Fig. 1: cell classes on the final placement
The bar under the picture is 10 um long.
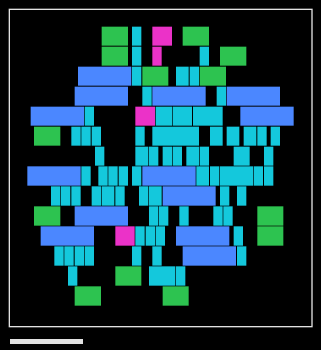
Fig. 2: clock wires, drivers and flops
The bar under the picture is 10 um long.
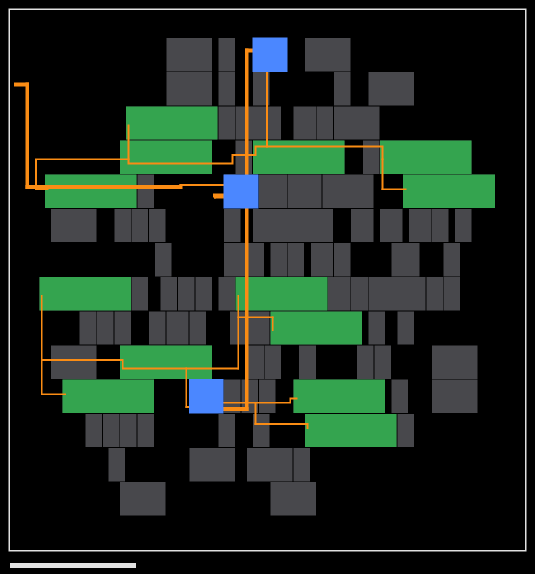
Fig. 3: track usage over the die
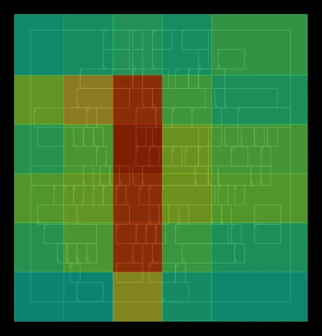
`config.mk`:
```
export PLATFORM = sky130hd
export DESIGN_NAME = sipo_deser
export DESIGN_NICKNAME = d
export VERILOG_FILES = /design/src/rtl/sipo_deser.sv
export SDC_FILE = /design/constraint.sdc
export NUM_CORES = 1
export LEC_CHECK = 0
export ABC_AREA = 1
export ABC_CLOCK_PERIOD_IN_PS = 3000
export CAP_MARGIN = 0
export CORE_AREA = 2 2 39 41
export DETAILED_ROUTE_END_ITERATION = 12
export DIE_AREA = 0 0 41 43
export PLACE_DENSITY_LB_ADDON = 0.25
export REMOVE_ABC_BUFFERS = 1
export SLEW_MARGIN = 30
export SYNTH_ARGS = -nofsm -noshare
export SYNTH_HDL_FRONTEND = slang
export SYNTH_SLANG_ARGS = --single-unit
export TNS_END_PERCENT = 100
```
`constraint.sdc`:
```
create_clock -name clk -period 3 [get_ports clk]
set_input_delay 0.6 -clock clk [delete_from_list [all_inputs] [get_ports clk]]
set_output_delay 0.6 -clock clk [all_outputs]
set_load 0.03 [all_outputs]
```
`src/rtl/sipo_deser.sv`:
```
// MSB-first serial-to-parallel deserializer with a one-entry valid/ready holding register.
// Define SIPO_ONES_COUNT_EN to add the ones_count popcount output alongside parallel_out.
module sipo_deser #(
    parameter  int WIDTH = 4,
    localparam int CNT_W = $clog2(WIDTH + 1)
) (
    input  logic             clk,
    input  logic             rst,
    input  logic             frame_start,
    input  logic             shift_en,
    input  logic             serial_in,
    input  logic             out_ready,
    input  logic             clr_overflow,
    output logic [WIDTH-1:0] parallel_out,
    output logic             out_valid,
    output logic             overflow,
`ifdef SIPO_ONES_COUNT_EN
    output logic [CNT_W-1:0] ones_count,
`endif
    output logic             busy
);

    // state   | meaning
    // IDLE    | no partial word, bit count = 0
    // COLLECT | partial word in progress, 0 < count < WIDTH
    typedef enum logic {IDLE, COLLECT} state_t;

    localparam logic [CNT_W-1:0] LAST_IDX = CNT_W'(WIDTH - 1);

    state_t           state, state_n;
    logic [WIDTH-1:0] shift_reg, shift_n, shift_base, sampled;
    logic [CNT_W-1:0] count, count_n, count_base;
    logic [WIDTH-1:0] hold_n;
    logic             valid_n, overflow_n;
    logic             complete, load, drop;

    // frame_start realigns first, so a bit sampled in the same cycle becomes bit 0.
    always_comb begin
        shift_base = frame_start ? '0 : shift_reg;
        count_base = frame_start ? '0 : count;
        sampled    = {shift_base[WIDTH-2:0], serial_in};
        complete   = shift_en && (count_base == LAST_IDX);
        load       = complete && (!out_valid || out_ready);
        drop       = complete && out_valid && !out_ready;

        shift_n = shift_base;
        count_n = count_base;
        if (shift_en) begin
            if (complete) begin
                shift_n = '0;
                count_n = '0;
            end else begin
                shift_n = sampled;
                count_n = count_base + CNT_W'(1);
            end
        end
        state_n = (count_n != '0) ? COLLECT : IDLE;

        hold_n  = parallel_out;
        valid_n = out_valid;
        if (load) begin
            hold_n  = sampled;
            valid_n = 1'b1;
        end else if (out_valid && out_ready) begin
            valid_n = 1'b0;
        end
        overflow_n = (overflow && !clr_overflow) || drop;
    end

    always_ff @(posedge clk) begin
        if (rst) begin
            state        <= IDLE;
            shift_reg    <= '0;
            count        <= '0;
            parallel_out <= '0;
            out_valid    <= 1'b0;
            overflow     <= 1'b0;
        end else begin
            state        <= state_n;
            shift_reg    <= shift_n;
            count        <= count_n;
            parallel_out <= hold_n;
            out_valid    <= valid_n;
            overflow     <= overflow_n;
        end
    end

    assign busy = (state == COLLECT);

`ifdef SIPO_ONES_COUNT_EN
    logic [CNT_W-1:0] acc, acc_base, acc_sum;

    always_comb begin
        acc_base = frame_start ? '0 : acc;
        acc_sum  = acc_base + CNT_W'(serial_in);
    end

    always_ff @(posedge clk) begin
        if (rst) begin
            acc        <= '0;
            ones_count <= '0;
        end else begin
            if (shift_en) begin
                acc <= complete ? '0 : acc_sum;
            end else begin
                acc <= acc_base;
            end
            if (load) begin
                ones_count <= acc_sum;
            end
        end
    end
`endif

endmodule

```
==> results_dict.tcl <==
# yosys + openroad results
set metrics [dict create \
    status "completed" \
    clock_sinks 13 \
    ir_drop_v 0.000255 \
    inverters_excl_clock 17 \
    grt_pass1_wl_um 1730 \
    wl_per_cell_um 9.60 \
    nonClockBufferCount 13 \
    whs_ns 0.463 \
    met2_length_um 489 \
    cp_slowest_cell "clkdlybuf4s50_1" \
    path_cells "clkdlybuf4s50_1" \
    tns_ns 0 \
    power_density_nw_per_um2 432 \
    m1WireLength_um 542 \
    clk_pin_slew_worst_paths_ns 0.08 \
    tapCellCount 16 \
    yosys_area_um2 579 \
    numCtsBuffers 3 \
    vias 518 \
    seqCellArea_um2 260 \
    clk_path_buf_depth 2 \
    nClkBuffers 4 \
    nets 109 \
    hp-class "reg2reg" \
    drtIter0Drc 5 \
    rrSetupSlack_ns 1.79 \
    die_h_um 43 \
    timing.rr.end "shift_reg[2]" \
    synth_flops 13 \
    hold_depth 2 \
    largest_register_ffs 4 \
    cts_max_level 1 \
    buf_share_pct 17.2 \
    drv_slew 0 \
    yosys_warnings 0 \
    adder_share_pct 2.16 \
    comb_area_um2 254 \
    synth_cells 83 \
    cts_resized 0 \
    setup_viol 0 \
    crit_buf_inv 1 \
    root_buffer "clkbuf_4" \
    ant_nets 0 \
    diodes 0 \
    syn_avg_cell_area_um2 6.98 \
    r2r_cells 8 \
    ys_types 16 \
]
-- Fig. 1 (at the start) --
| color | class | cells | share of their area |
|---|---|---|---|
| magenta | clock drivers and dummy loads | 4 | 3.6% |
| cyan | combinational and other logic | 70 | 43% |
| blue | flops | 13 | 35% |
| green | other buffers and delay cells | 13 | 18% |
Rows: 14
Core ar.: 1380 um^2

-- Fig. 2 (at the start) --
[orange] clock wires | length: 166 um
[green] flip-flops | count: 13
[blue] clock drivers | count: 3
routed clock nets: 4
Clk. pwr: 0.109 mW
Fin Clk Skew: 0.00225 ns
Worst-Skew Late Latency: 0.28 ns

-- Fig. 3 (at the start) --
gr usage total: 14.6%
GR peak layer: met2
met2 global-route usage: 20.6%
final core utilization: 54.6%
met1 usage in global routing: 19.0%

[synth_stat cells]
master | instances | share of area, %
inv_1 | 15 | 9.7
nor2_1 | 17 | 11
clkinv_2 | 1 | 0.86
nand2_2 | 1 | 1.1
o21ai_0 | 3 | 2.6
nand4_1 | 1 | 1.1
dfxtp_1 | 13 | 45
nand2_1 | 21 | 14
nand3_4 | 1 | 3.0
ha_1 | 1 | 2.2
nand3_1 | 2 | 1.7
a21oi_1 | 3 | 2.6
nor3_2 | 1 | 1.7
nand2_4 | 1 | 1.9
nand3b_1 | 1 | 1.3
inv_2 | 1 | 0.65
[metrics by stage]
step           cells  instance area, um^2
2_1_floorplan     83                  579
3_3_place_gp     112                  729
3_5_place_dp     112                  729
4_1_cts          116                  756
5_1_grt          116                  756
6_report         116                  756
[cells by family (layout without fill, tap and decap cells)]
kind of cell	Yosys count	after routing
adder cells (fa/ha/maj)	1	1
AND/OR/NAND/NOR	46	46
buffers and inverters	17	34
AND-OR/OR-AND	6	6
flip-flops	13	13
[how the worst min path moves through the flow]
stage             start       end  slack [ns]
3_3_place_gp   overflow  overflow        0.45
5_1_grt        overflow  overflow        0.49
4_1_cts        overflow  overflow        0.47
2_1_floorplan  count[2]  count[2]        0.49
3_5_place_dp   overflow  overflow        0.46
6_report       overflow  overflow        0.46
[tightest hold or removal path: stages, from the launching register on]
cell     delay [ns]
dfxtp_1        0.31
nand2_1        0.06
a21oi_1        0.05
[power breakdown]
| group | leakage (nW) | internal (mW) | switching, mW | total (mW) |
|---|---|---|---|---|
| Clock | 0.0150 | 0.0517 | 0.0572 | 0.109 |
| Combinational | 0.260 | 0.0164 | 0.0217 | 0.0380 |
| Sequential | 0.106 | 0.178 | 0.00162 | 0.180 |
| Total | 0.381 | 0.246 | 0.0805 | 0.327 |
Power is estimated from default activity; no workload was simulated.
